File: config.mk
export PLATFORM = sky130hd
export DESIGN_NAME = spi_vec_bank
export DESIGN_NICKNAME = d
export VERILOG_FILES = /design/src/rtl/spi_vec_bank_pkg.sv /design/src/rtl/spi_sync_edge.sv /design/src/rtl/spi_vec_bank.sv
export SDC_FILE = /design/constraint.sdc
export NUM_CORES = 1
export LEC_CHECK = 0
export CORE_UTILIZATION = 57
export DETAILED_ROUTE_END_ITERATION = 16
export PLACE_DENSITY = 0.78
export SYNTH_ARGS = -nofsm -noshare
export SYNTH_HDL_FRONTEND = slang
export SYNTH_SLANG_ARGS = --single-unit
File: constraint.sdc
create_clock -name clk -period 4.51 [get_ports clk]
set_input_delay 1.353 -clock clk [delete_from_list [all_inputs] [get_ports clk]]
set_output_delay 1.353 -clock clk [all_outputs]
set_load 0.005 [all_outputs]
File: src/rtl/spi_vec_bank_pkg.sv
// Shared definitions for the SPI vector bank.
// - FIXED_WIDTH : fixed-point word width used by the tracer; default register width.
// - Command byte layout: bit 7 selects burst mode, low bits carry the start address.
// - Named indices of the default six POV registers.
// - state_e : transaction FSM states.
package spi_vec_bank_pkg;

    localparam int unsigned FIXED_WIDTH  = 16;
    localparam int unsigned CMD_BITS     = 8;
    localparam int unsigned CMD_MODE_BIT = 7;

    localparam int unsigned PLAYER_X = 0;
    localparam int unsigned PLAYER_Y = 1;
    localparam int unsigned FACING_X = 2;
    localparam int unsigned FACING_Y = 3;
    localparam int unsigned VPLANE_X = 4;
    localparam int unsigned VPLANE_Y = 5;

    typedef enum logic [1:0] {
        StIdle,
        StCmd,
        StData,
        StDone
    } state_e;

endpackage

File: src/rtl/spi_sync_edge.sv
// Brings the asynchronous SPI pins into the clk domain and detects edges.
// Ports:
//   clk, reset      : system clock, asynchronous active-low reset
//   i_sclk/i_mosi/i_ss_n : raw SPI pins
//   o_sclk_rise     : one-cycle pulse on a synchronised sclk rising edge
//   o_ss_fall/o_ss_rise : one-cycle pulses on synchronised select edges
//   o_mosi_s        : synchronised MOSI, aligned with o_sclk_rise
module spi_sync_edge (
    input  logic clk,
    input  logic reset,
    input  logic i_sclk,
    input  logic i_mosi,
    input  logic i_ss_n,
    output logic o_sclk_rise,
    output logic o_ss_fall,
    output logic o_ss_rise,
    output logic o_mosi_s
);

    // Stages [1:0] are the synchroniser, stage [2] holds the previous sample.
    logic [2:0] r_sclk_sync;
    logic [2:0] r_ss_sync;
    logic [1:0] r_mosi_sync;

    // The select chain resets low: if ss_n is still low when reset releases (reset
    // mid-transaction) no falling edge is seen, so the remainder of that transaction
    // is ignored. A select held high only produces a harmless rise in idle.
    always_ff @(posedge clk or negedge reset) begin
        if (!reset) begin
            r_sclk_sync <= '0;
            r_ss_sync   <= '0;
            r_mosi_sync <= '0;
        end else begin
            r_sclk_sync <= {r_sclk_sync[1:0], i_sclk};
            r_ss_sync   <= {r_ss_sync[1:0], i_ss_n};
            r_mosi_sync <= {r_mosi_sync[0], i_mosi};
        end
    end

    assign o_sclk_rise = r_sclk_sync[1] & ~r_sclk_sync[2];
    assign o_ss_fall   = ~r_ss_sync[1] & r_ss_sync[2];
    assign o_ss_rise   = r_ss_sync[1] & ~r_ss_sync[2];
    assign o_mosi_s    = r_mosi_sync[1];

endmodule

File: src/rtl/spi_vec_bank.sv
// SPI-loaded bank of fixed-point registers with frame-synchronous activation.
// Writes land in per-transaction staging, are committed to a shadow bank when the
// select rises, and reach o_regs only on a load_if_ready strobe.
// Ports:
//   clk, reset       : system clock, asynchronous active-low reset
//   i_sclk, i_mosi, i_ss_n : SPI mode-0 slave pins (async to clk)
//   load_if_ready    : frame-boundary strobe
//   o_regs           : active register image, reg i at [i*REG_WIDTH +: REG_WIDTH]
//   o_loaded         : one-cycle pulse when o_regs was updated
//   o_pending        : some shadow register is awaiting load
//   o_err            : sticky bad-address / burst-overrun flag
module spi_vec_bank
    import spi_vec_bank_pkg::*;
#(
    parameter int unsigned                   NUM_REGS     = 6,
    parameter int unsigned                   REG_WIDTH    = FIXED_WIDTH,
    parameter int unsigned                   ADDR_BITS    = 4,
    parameter logic [NUM_REGS*REG_WIDTH-1:0] RESET_VALUES = '0
) (
    input  logic                          clk,
    input  logic                          reset,
    input  logic                          i_sclk,
    input  logic                          i_mosi,
    input  logic                          i_ss_n,
    input  logic                          load_if_ready,
    output logic [NUM_REGS*REG_WIDTH-1:0] o_regs,
    output logic                          o_loaded,
    output logic                          o_pending,
    output logic                          o_err
);

    localparam int unsigned CNT_W = $clog2(REG_WIDTH > CMD_BITS ? REG_WIDTH : CMD_BITS);

    logic w_sclk_rise, w_ss_fall, w_ss_rise, w_mosi_s;

    spi_sync_edge u_sync (
        .clk         (clk),
        .reset       (reset),
        .i_sclk      (i_sclk),
        .i_mosi      (i_mosi),
        .i_ss_n      (i_ss_n),
        .o_sclk_rise (w_sclk_rise),
        .o_ss_fall   (w_ss_fall),
        .o_ss_rise   (w_ss_rise),
        .o_mosi_s    (w_mosi_s)
    );

    state_e                        r_state, w_state_d;
    logic [CNT_W-1:0]              r_bit_cnt;
    logic [CMD_BITS-2:0]           r_cmd;
    logic [REG_WIDTH-2:0]          r_word;
    logic [ADDR_BITS-1:0]          r_addr;
    logic                          r_burst;
    logic                          r_txn_err;
    logic [NUM_REGS*REG_WIDTH-1:0] r_stage;
    logic [NUM_REGS-1:0]           r_stage_vld;
    logic [NUM_REGS*REG_WIDTH-1:0] r_shadow;
    logic [NUM_REGS-1:0]           r_dirty;
    logic [NUM_REGS*REG_WIDTH-1:0] r_regs;
    logic                          r_loaded;
    logic                          r_err;

    logic [CMD_BITS-1:0]  w_cmd_byte;
    logic [ADDR_BITS-1:0] w_cmd_addr;
    logic [REG_WIDTH-1:0] w_word;
    logic                 w_shift_cmd, w_shift_data;
    logic                 w_cmd_done, w_bad_addr, w_word_done, w_overrun;
    logic                 w_commit, w_load;

    assign w_cmd_byte = {r_cmd, w_mosi_s};
    assign w_cmd_addr = w_cmd_byte[ADDR_BITS-1:0];
    assign w_word     = {r_word, w_mosi_s};
    assign w_commit   = w_ss_rise & (|r_stage_vld);
    assign w_load     = load_if_ready & (|r_dirty);

    always_comb begin
        w_state_d    = r_state;
        w_shift_cmd  = 1'b0;
        w_shift_data = 1'b0;
        w_cmd_done   = 1'b0;
        w_bad_addr   = 1'b0;
        w_word_done  = 1'b0;
        w_overrun    = 1'b0;
        if (w_ss_rise) begin
            w_state_d = StIdle;
        end else if (w_ss_fall) begin
            w_state_d = StCmd;
        end else if (w_sclk_rise) begin
            unique case (r_state)
                StCmd: begin
                    w_shift_cmd = 1'b1;
                    if (r_bit_cnt == CNT_W'(CMD_BITS - 1)) begin
                        w_cmd_done = 1'b1;
                        w_bad_addr = 32'(w_cmd_addr) >= NUM_REGS;
                        w_state_d  = w_bad_addr ? StDone : StData;
                    end
                end
                StData: begin
                    w_shift_data = 1'b1;
                    if (r_bit_cnt == CNT_W'(REG_WIDTH - 1)) begin
                        w_word_done = 1'b1;
                        if (!r_burst || r_addr == ADDR_BITS'(NUM_REGS - 1)) begin
                            w_state_d = StDone;
                        end
                    end
                end
                StDone:  w_overrun = r_burst;
                default: ;
            endcase
        end
    end

    always_ff @(posedge clk or negedge reset) begin
        if (!reset) begin
            r_state <= StIdle;
        end else begin
            r_state <= w_state_d;
        end
    end

    always_ff @(posedge clk or negedge reset) begin
        if (!reset) begin
            r_bit_cnt   <= '0;
            r_cmd       <= '0;
            r_word      <= '0;
            r_addr      <= '0;
            r_burst     <= 1'b0;
            r_txn_err   <= 1'b0;
            r_stage     <= RESET_VALUES;
            r_stage_vld <= '0;
            r_shadow    <= RESET_VALUES;
            r_dirty     <= '0;
            r_regs      <= RESET_VALUES;
            r_loaded    <= 1'b0;
            r_err       <= 1'b0;
        end else begin
            r_loaded <= w_load;

            if (w_ss_fall) begin
                r_bit_cnt   <= '0;
                r_stage_vld <= '0;
                r_txn_err   <= 1'b0;
            end

            if (w_shift_cmd || w_shift_data) begin
                r_bit_cnt <= (w_cmd_done || w_word_done) ? '0 : r_bit_cnt + 1'b1;
            end
            if (w_shift_cmd) begin
                r_cmd <= w_cmd_byte[CMD_BITS-2:0];
            end
            if (w_shift_data) begin
                r_word <= w_word[REG_WIDTH-2:0];
            end

            if (w_cmd_done) begin
                r_burst <= w_cmd_byte[CMD_MODE_BIT];
                r_addr  <= w_cmd_addr;
            end
            if (w_bad_addr || w_overrun) begin
                r_err     <= 1'b1;
                r_txn_err <= 1'b1;
            end

            if (w_word_done) begin
                for (int i = 0; i < NUM_REGS; i++) begin
                    if (r_addr == ADDR_BITS'(i)) begin
                        r_stage[i*REG_WIDTH +: REG_WIDTH] <= w_word;
                        r_stage_vld[i]                    <= 1'b1;
                    end
                end
                r_addr <= r_addr + 1'b1;
            end

            // An error raised inside the committing transaction survives its own
            // commit; only errors from earlier transactions are cleared.
            if (w_ss_rise) begin
                r_stage_vld <= '0;
            end
            if (w_commit) begin
                r_err <= r_txn_err;
                for (int i = 0; i < NUM_REGS; i++) begin
                    if (r_stage_vld[i]) begin
                        r_shadow[i*REG_WIDTH +: REG_WIDTH] <= r_stage[i*REG_WIDTH +: REG_WIDTH];
                    end
                end
            end

            // Load reads the pre-commit shadow; commit sets win over load clears.
            if (w_load) begin
                for (int i = 0; i < NUM_REGS; i++) begin
                    if (r_dirty[i]) begin
                        r_regs[i*REG_WIDTH +: REG_WIDTH] <= r_shadow[i*REG_WIDTH +: REG_WIDTH];
                    end
                end
            end
            r_dirty <= (r_dirty & ~(w_load ? r_dirty : '0)) | (w_commit ? r_stage_vld : '0);
        end
    end

    assign o_regs    = r_regs;
    assign o_loaded  = r_loaded;
    assign o_pending = |r_dirty;
    assign o_err     = r_err;

endmodule
==> flow_summary.toml <==
# flow metrics
[status]
status = "completed"

[global_routing]
globalRouteMet2Util_pct = 34.53
use_met3_pct = 2.835
grt_first_pass_wirelength_microns = 39340
globalRoute.totalOverflow = 0
antenna_found_initial = 0
grt-busiest-layer = "met2"
grt_max_degree = 93
met1_usage_pct = 30.37
grt_pass1_vias = 7370

[floorplanning]
tap-cell-count = 280
die_w_microns = 153.1
ios = 105
core_area_sq_um = 22090
initial_core_util_pct = 58.91
rows = 54
fp.dieH_microns = 153.1
die_area_sq_um = 23440

[critical_path]
slowest_stage = "nor4_1"
end_kind = "output port"
worstPathCellList = "nor4_1 > nand3_1 > clkdlybuf4s50_1"
crit_type = "flip-flop to output port"
crit_family = "simple AND/OR/NAND/NOR gates"
critPathMaxFanout = 3
start_kind = "flip-flop"
reg2reg_to = "r_stage[24]"
max_stage_delay_ps = 550
crit_end = "o_pending"
rr_worst_depth = 5
cp.required_ps = 3160
r2r_setup_slack_ps = 1530
worst-path-stages = 3
arrival_ps = 2160
r2r_start = "u_sync.r_ss_sync[1]"

[power_and_ir_drop]
p_seq_w = 0.00315
p_int_w = 0.004757
p_clk_w = 0.00273
p_sw_share_pct = 21.39
pwr-share-comb_pct = 2.7
p_seq_share_pct = 52.1
p_per_area_nw_per_um2 = 391.4
vdd_drop_max_mv = 0.2842
power_switching_w = 0.001294
leakage_nw = 7.939
finalPower_w = 0.006051
largestPowerGroup = "registers"
power.share.clock_pct = 45.2

[timing]
slew_violations = 0
worst_pin_slew_ps = 869.6
setup_viol = 0
rsz0062_at_grt = "no"
timing.setup.tns_ps = 0
fmax_mhz = 284.7
fin_crit_ps = 3512
fin_worst_skew_ps = 16.37
layout_setup_ws_ps = 997.8
period_used_pct = 77.88
hold_violations = 0
slew_headroom_pct = 41.89
whs_ps = 347.4

[drt]
met3WireLength_microns = 1099
top_layer = "met4"
dr_wl_met2_microns = 11380
vias_per_cell = 5.642
ant_nets = 0
drt_iter0_drc = 367
post_drt_wl_per_cell_microns = 19.36
wl_met1_microns = 10840
detail_route.first_pass.iterations = 4
drc = 0

[synthesis]
ys_sh_mux_pct = 26.90
yosysTopAreaCell = "dfrtp_1"
synth_cells = 811
synthTopCellsByArea = "dfrtp_1 66%, mux2_2 27%, nand2_1 1.0%"
ys.flop_type = "dfrtp_1"
yosysSeqAreaShare_pct = 66.13
yosys_area_sq_um = 13020
ys_cells = 811
yosys_warnings = 0
synthArstFlopShare_pct = 100.0
syn_area_sq_um = 13020
top_area_share_pct = 66.13
avgSynthCellArea_sq_um = 16.05
ys_top_logic_family = "multiplexers"
synth.cellmix.simpleShare_pct = 3.057
synth-edff-count = 0
ys_top_cells_by_count = "344 x dfrtp_1, 310 x mux2_2, 35 x nand2_1"
synthDistinctLibCells = 43
synth-seq-cells = 344

[cells_and_area]
syn_to_final_growth_pct = 18.76
layout.cells.most_common = "dfrtp_1"
design_area_sq_um = 15460
ff_count = 344
nets = 947
buffers = 108
final_layout_size_suffix_gt1_share_pct = 39.33
nClkBuffers = 50
layout.cells.non_filler = 1236
largest_class = "sequential cells"
logic_area_sq_um = 4237
fillers = 1506
seq_share_pct = 55.69
regArea_sq_um = 8608
layout.non_clock_inverters = 16
n_antenna_cell = 0
most-common-layout-cells = "344 x dfrtp_1, 310 x mux2_2, 103 x clkdlybuf4s50_1"
comb_share_pct = 27.41
final-nonclk-buf-share_pct = 7.204

[clock_network]
post_cts_buffers = 0
cts-htree-levels = 2
cts_buffer_depth = 3
cts-root-buf = "clkbuf_16"
path_clk_slew_ps = 60
cts_tree = "yes"
numCtsBuffers = 35
numClockSinks = 344
cts_resized = 0
cts_hold_buffers = 0

[placed_design]
dp_cells = 1174
pre_cts_slack_ps = 1174
dp.final_hpwl_microns = 15120
port_buffers = 104

[worst_hold_path]
holdPathStages = 0
holdCritStartpoint = "u_sync.r_sclk_sync[0]"
whs_endpoint = "u_sync.r_sclk_sync[1]"
min_path_type = "flip-flop to flip-flop"

[job]
tool_warnings = 32
Fig. 1: metal 1
Drawn at 2 px/micron.
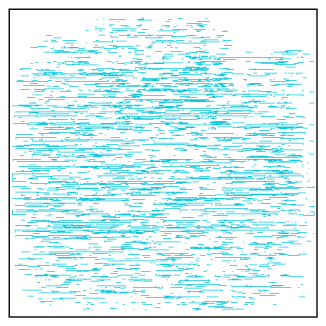
longest straight run	52.4 microns
nets with wire on the layer	853
wire length on this layer	10800 microns
WL final: 23930 microns
vias: 6974

Fig. 2: routing congestion
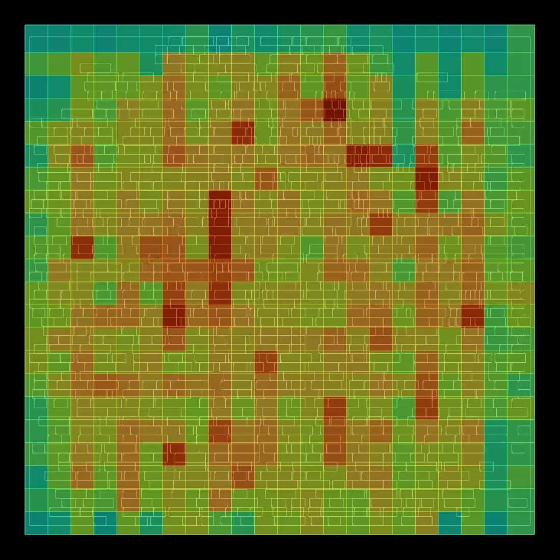
final core occ: 69.97%
global-route total usage across every layer: 21.45%

Power and IR drop assume default switching activity.
